--- src/rtl/load_store_unit_if.sv ---
// Core-side request/response and data-memory bus of the load/store unit.
// slave: the unit itself; master: the core and memory around it.
interface load_store_unit_if;
  logic        cpu_valid;
  logic        cpu_ready;
  logic        cpu_rw;
  logic [2:0]  cpu_funct3;
  logic [31:0] cpu_addr;
  logic [31:0] cpu_wdata;
  logic        rsp_valid;
  logic [31:0] rsp_rdata;
  logic        rsp_err;
  logic        mem_req;
  logic        mem_we;
  logic [31:0] mem_addr;
  logic [31:0] mem_wdata;
  logic [3:0]  mem_be;
  logic        mem_ack;
  logic [31:0] mem_rdata;

  modport slave (
    input  cpu_valid, cpu_rw, cpu_funct3, cpu_addr, cpu_wdata,
    input  mem_ack, mem_rdata,
    output cpu_ready, rsp_valid, rsp_rdata, rsp_err,
    output mem_req, mem_we, mem_addr, mem_wdata, mem_be
  );

  modport master (
    output cpu_valid, cpu_rw, cpu_funct3, cpu_addr, cpu_wdata,
    output mem_ack, mem_rdata,
    input  cpu_ready, rsp_valid, rsp_rdata, rsp_err,
    input  mem_req, mem_we, mem_addr, mem_wdata, mem_be
  );
endinterface

--- src/rtl/load_store_unit.sv ---
// Single-outstanding load/store unit: aligns stores onto byte lanes,
// extends loads, flags misaligned/illegal accesses and bus timeouts.
module load_store_unit #(
  parameter int TIMEOUT = 16
) (
  input  logic                 clk,
  input  logic                 rst,
  load_store_unit_if.slave     bus
);

  localparam int CW = $clog2(TIMEOUT + 1);

  typedef enum logic [1:0] {IDLE, REQ, RESP} state_t;

  state_t      state_q, state_d;
  logic        rw_q;
  logic [2:0]  f3_q;
  logic [31:0] addr_q;
  logic [31:0] wdata_q;
  logic [CW-1:0] cnt_q;
  logic        err_q;
  logic [31:0] rdata_q;

  logic        accept;
  logic        legal;
  logic        in_req;
  logic        hit_to;
  logic [7:0]  byte_v;
  logic [15:0] half_v;
  logic [31:0] ext;
  logic [3:0]  be;
  logic [31:0] wrep;

  assign accept = bus.cpu_valid && (state_q == IDLE);
  assign in_req = (state_q == REQ);
  assign hit_to = (cnt_q == CW'(TIMEOUT - 1));

  always_comb begin
    legal = 1'b0;
    unique case (bus.cpu_funct3)
      3'b000:  legal = 1'b1;
      3'b001:  legal = ~bus.cpu_addr[0];
      3'b010:  legal = (bus.cpu_addr[1:0] == 2'b00);
      3'b100:  legal = ~bus.cpu_rw;
      3'b101:  legal = ~bus.cpu_rw & ~bus.cpu_addr[0];
      default: legal = 1'b0;
    endcase
  end

  always_comb begin
    state_d = state_q;
    unique case (state_q)
      IDLE:    if (accept) state_d = legal ? REQ : RESP;
      REQ:     if (bus.mem_ack || hit_to) state_d = RESP;
      RESP:    state_d = IDLE;
      default: state_d = IDLE;
    endcase
  end

  always_comb begin
    byte_v = bus.mem_rdata[7:0];
    unique case (addr_q[1:0])
      2'b00:   byte_v = bus.mem_rdata[7:0];
      2'b01:   byte_v = bus.mem_rdata[15:8];
      2'b10:   byte_v = bus.mem_rdata[23:16];
      default: byte_v = bus.mem_rdata[31:24];
    endcase
    half_v = addr_q[1] ? bus.mem_rdata[31:16] : bus.mem_rdata[15:0];
    ext = bus.mem_rdata;
    unique case (f3_q)
      3'b000:  ext = {{24{byte_v[7]}}, byte_v};
      3'b001:  ext = {{16{half_v[15]}}, half_v};
      3'b100:  ext = {24'h0, byte_v};
      3'b101:  ext = {16'h0, half_v};
      default: ext = bus.mem_rdata;
    endcase
  end

  always_comb begin
    be   = 4'b1111;
    wrep = wdata_q;
    unique case (f3_q[1:0])
      2'b00: begin
        be   = 4'b0001 << addr_q[1:0];
        wrep = {4{wdata_q[7:0]}};
      end
      2'b01: begin
        be   = 4'b0011 << addr_q[1:0];
        wrep = {2{wdata_q[15:0]}};
      end
      default: begin
        be   = 4'b1111;
        wrep = wdata_q;
      end
    endcase
  end

  always_ff @(posedge clk or posedge rst) begin
    if (rst) state_q <= IDLE;
    else     state_q <= state_d;
  end

  always_ff @(posedge clk or posedge rst) begin
    if (rst) begin
      rw_q    <= 1'b0;
      f3_q    <= 3'b000;
      addr_q  <= 32'h0;
      wdata_q <= 32'h0;
      cnt_q   <= '0;
      err_q   <= 1'b0;
      rdata_q <= 32'h0;
    end else if (accept) begin
      rw_q    <= bus.cpu_rw;
      f3_q    <= bus.cpu_funct3;
      addr_q  <= bus.cpu_addr;
      wdata_q <= bus.cpu_wdata;
      cnt_q   <= '0;
      err_q   <= ~legal;
      rdata_q <= 32'h0;
    end else if (in_req) begin
      // ack wins over a timeout landing in the same cycle
      if (bus.mem_ack) begin
        err_q   <= 1'b0;
        rdata_q <= rw_q ? 32'h0 : ext;
      end else if (hit_to) begin
        err_q   <= 1'b1;
        rdata_q <= 32'h0;
      end else begin
        cnt_q <= cnt_q + CW'(1);
      end
    end
  end

  assign bus.cpu_ready = (state_q == IDLE);
  assign bus.rsp_valid = (state_q == RESP);
  assign bus.rsp_err   = (state_q == RESP) & err_q;
  assign bus.rsp_rdata = (state_q == RESP) ? rdata_q : 32'h0;
  assign bus.mem_req   = in_req;
  assign bus.mem_we    = in_req & rw_q;
  assign bus.mem_addr  = in_req ? {addr_q[31:2], 2'b00} : 32'h0;
  assign bus.mem_wdata = in_req ? wrep : 32'h0;
  assign bus.mem_be    = in_req ? be : 4'b0000;

endmodule

--- src/flat_wrapper.sv ---
// flat-port wrapper written by rule: the top's interface ports become plain ports
module load_store_unit_flat 
#(
  parameter int TIMEOUT = 16
)
  (clk, rst, bus_cpu_valid, bus_cpu_rw, bus_cpu_funct3, bus_cpu_addr, bus_cpu_wdata, bus_mem_ack, bus_mem_rdata, bus_cpu_ready, bus_rsp_valid, bus_rsp_rdata, bus_rsp_err, bus_mem_req, bus_mem_we, bus_mem_addr, bus_mem_wdata, bus_mem_be);
  load_store_unit_if bus_i ();
  input  logic clk;
  input  logic rst;
  input wire logic [$bits(bus_i.cpu_valid)-1:0] bus_cpu_valid;
  input wire logic [$bits(bus_i.cpu_rw)-1:0] bus_cpu_rw;
  input wire logic [$bits(bus_i.cpu_funct3)-1:0] bus_cpu_funct3;
  input wire logic [$bits(bus_i.cpu_addr)-1:0] bus_cpu_addr;
  input wire logic [$bits(bus_i.cpu_wdata)-1:0] bus_cpu_wdata;
  input wire logic [$bits(bus_i.mem_ack)-1:0] bus_mem_ack;
  input wire logic [$bits(bus_i.mem_rdata)-1:0] bus_mem_rdata;
  output wire logic [$bits(bus_i.cpu_ready)-1:0] bus_cpu_ready;
  output wire logic [$bits(bus_i.rsp_valid)-1:0] bus_rsp_valid;
  output wire logic [$bits(bus_i.rsp_rdata)-1:0] bus_rsp_rdata;
  output wire logic [$bits(bus_i.rsp_err)-1:0] bus_rsp_err;
  output wire logic [$bits(bus_i.mem_req)-1:0] bus_mem_req;
  output wire logic [$bits(bus_i.mem_we)-1:0] bus_mem_we;
  output wire logic [$bits(bus_i.mem_addr)-1:0] bus_mem_addr;
  output wire logic [$bits(bus_i.mem_wdata)-1:0] bus_mem_wdata;
  output wire logic [$bits(bus_i.mem_be)-1:0] bus_mem_be;
  assign bus_i.cpu_valid = bus_cpu_valid;
  assign bus_i.cpu_rw = bus_cpu_rw;
  assign bus_i.cpu_funct3 = bus_cpu_funct3;
  assign bus_i.cpu_addr = bus_cpu_addr;
  assign bus_i.cpu_wdata = bus_cpu_wdata;
  assign bus_i.mem_ack = bus_mem_ack;
  assign bus_i.mem_rdata = bus_mem_rdata;
  assign bus_cpu_ready = bus_i.cpu_ready;
  assign bus_rsp_valid = bus_i.rsp_valid;
  assign bus_rsp_rdata = bus_i.rsp_rdata;
  assign bus_rsp_err = bus_i.rsp_err;
  assign bus_mem_req = bus_i.mem_req;
  assign bus_mem_we = bus_i.mem_we;
  assign bus_mem_addr = bus_i.mem_addr;
  assign bus_mem_wdata = bus_i.mem_wdata;
  assign bus_mem_be = bus_i.mem_be;
  load_store_unit #(.TIMEOUT(TIMEOUT)) u_core (.clk(clk), .rst(rst), .bus(bus_i));
endmodule
--- config.mk ---
export PLATFORM = sky130hd
export DESIGN_NAME = load_store_unit_flat
export DESIGN_NICKNAME = d
export VERILOG_FILES = /design/src/rtl/load_store_unit_if.sv /design/src/rtl/load_store_unit.sv /design/src/flat_wrapper.sv
export SDC_FILE = /design/constraint.sdc
export NUM_CORES = 1
export LEC_CHECK = 0
export ABC_AREA = 1
export CORE_UTILIZATION = 45
export DETAILED_ROUTE_END_ITERATION = 8
export PLACE_DENSITY = 0.83
export SETUP_SLACK_MARGIN = 0.3
export SYNTH_ARGS = -nofsm -noshare
export SYNTH_HDL_FRONTEND = slang
export SYNTH_SLANG_ARGS = --single-unit
--- constraint.sdc ---
create_clock -name clk -period 5.23 [get_ports clk]
set_input_delay 1.569 -clock clk [delete_from_list [all_inputs] [get_ports clk]]
set_output_delay 1.569 -clock clk [all_outputs]
set_load 0.01 [all_outputs]
**Cell placement**

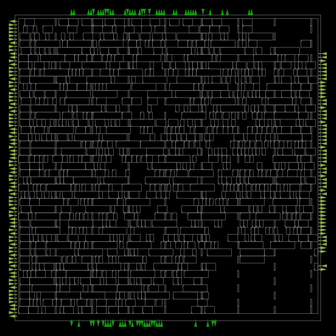
share of the core filled with cells in the final layout: 0.646
tap cells: 172

**I/O pins on the die edge**

Drawn at 4 px/µm. Pins as bars across the die edge, other pins in gray.
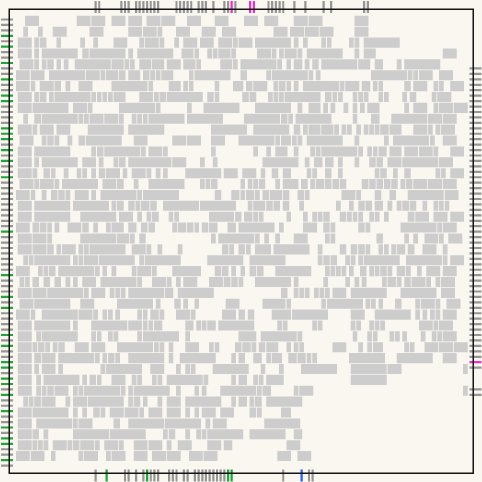
| port | color | pins | direction | edge |
|---|---|---|---|---|
| `bus_mem_be` | magenta | 4 | output | 3 top, 1 right |
| `bus_cpu_valid` | blue | 1 | input | bottom |
| `bus_cpu_addr` | green | 32 | input | 28 left, 4 bottom |
floorplan die height: 116 µm
Port-buffer cells: 206
width of the die: 116 µm

**Drive-strength map**

Drawn at 4 px/µm.
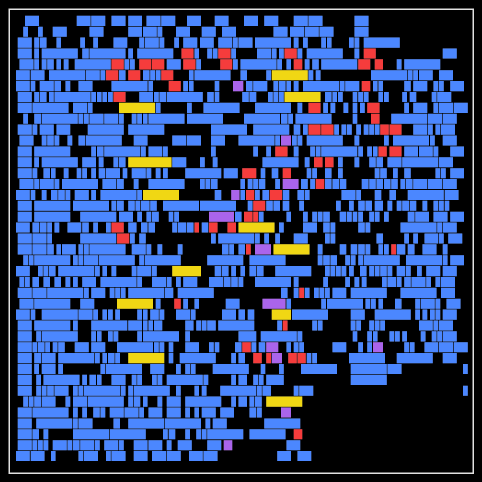
| size | color | cells | share |
|---|---|---|---|
| drive 3 to 4 | purple | 12 | 1.2% |
| drive 1 or less | blue | 891 | 92% |
| drive 6 and up | yellow | 12 | 1.2% |
| drive 2 | red | 54 | 5.6% |
non-clock buffer total of the final layout: 211
area growth from synthesis to layout: 40.3%
Final WS setup: 1080 ps

**Gate-type map**

Drawn at 4 px/µm.
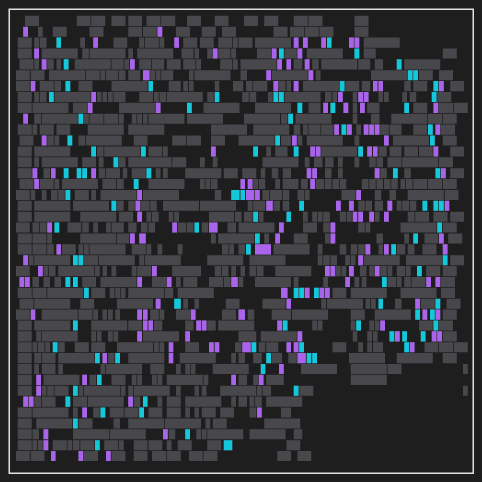
| family | color | cells | where |
|---|---|---|---|
| inverters | cyan | 102 | spread over the die |
| NOR gates | purple | 163 | spread over the die |
multi-input logic portion of the cell area: 0.299
commonest non-fill, non-tap cell in the layout: clkdlybuf4s50_1
final cell count without fillers: 1141

==> results.txt <==
run results: arrival time of data at the critical path endpoint ~2600 ps, ratio of final minimum period to clock period 0.793, wire length on met3 between 1500 and 2000 µm, post-detail-place hpwl 12400 µm, drc violations 0, number of top-level design ports 209, antenna violations before repair 0, number of setup violations in the final report 0, summed standard-cell area reported by yosys 5810 µm², main area contributors dfrtp_1 47%, nand2_1 12%, nor2_1 9.8%, count of nets left with antenna violations after detail routing 0, Critical path buffers and inverters 3, CORE AREA between 10000 and 15000 µm², fraction of the core area occupied by cells at floorplan 0.460, class of the worst hold path reg2reg, vias in the first global route 5284, number of synthesized flops with an enable pin 0, worst-case clock buffer depth 2, synthesized area 5810 µm², total power density per cell area between 300 and 400 nW/µm², reg-to-reg critical path startpoint u_core.state_q[0], clock transition at the registers of the reported paths ~70 ps, number of warnings the tools reported 26, maximum level of the CTS H-tree 3, kind of critical path reg2out, cell type with the highest aggregate area in the netlist dfrtp_1, Inst Count DP 1125, clock insertion delay at the later pin of the skew report 350 ps, overall track demand over capacity in global routing 0.265, Crit path required time 3660 ps, final standard cell area without fillers 8150 µm², Largest regs u_core.addr_q: 32 flops, u_core.rdata_q: 32 flops, u_core.wdata_q: 32 flops, final net count 1070, Max Slew Vio Count 0, worst slew margin relative to its limit 0.273, result of the run completed, placer congestion estimate 0.894, cell types with the highest counts after synthesis 188 x nand2_1, 152 x nor2_1, 108 x dfrtp_1, die footprint 13400 µm², GR Layer Usage met2 0.457, fraction of post-synthesis cell area in the top cell type by area 0.465
## metrics by stage
| step | power (W) | hold slack (ps) | worst slack [ps] |
|---|---|---|---|
| 2_1_floorplan | 0.00174 | 444 | 815 |
| 3_3_place_gp | 0.00203 | 463 | 1450 |
| 3_5_place_dp | 0.00205 | 466 | 1420 |
| 4_1_cts | 0.00274 | 485 | 1040 |
| 5_1_grt | 0.00290 | 503 | 905 |
| 6_report | 0.00273 | 482 | 1080 |
## cell type report
| cell class | instances | area (µm²) | area share |
|---|---|---|---|
| timing repair buffer | 211 | 2110 | 0.259 |
| clock buffer | 13 | 250 | 0.0307 |
| sequential | 108 | 2700 | 0.332 |
| multi-input combinational | 532 | 2430 | 0.299 |
| clock inverter | 3 | 46.3 | 0.00568 |
| tap | 172 | 215 | 0.0264 |
| inverter | 102 | 389 | 0.0478 |
## power breakdown
group / internal [W] / leakage, nW / switching [W] / total (W)
sequential: 0.00101 / 1.38 / 0.000109 / 0.00111
clock: 0.000386 / 0.140 / 0.000309 / 0.000695
combinational: 0.000355 / 2.18 / 0.000565 / 0.000920
total: 0.00175 / 3.70 / 0.000982 / 0.00273
## worst min-delay path by stage
stage,start,to,depth (start not counted)
floorplan,u_core.wdata_q[16],u_core.wdata_q[16],2
global placement,u_core.wdata_q[31],u_core.wdata_q[31],2
detailed placement,u_core.rdata_q[14],u_core.rdata_q[14],2
CTS,u_core.rdata_q[14],u_core.rdata_q[14],2
global route,u_core.rdata_q[14],u_core.rdata_q[14],2
finish,u_core.rdata_q[14],u_core.rdata_q[14],2
## cells by family after synthesis
family	Yosys count	synth area share
compound gates	148	0.149
buf+inv	147	0.117
fa+ha+maj	2	0.00431
simple gates	380	0.264
flops	108	0.465
other cells	1	0.000646
Power and IR drop assume default switching activity.
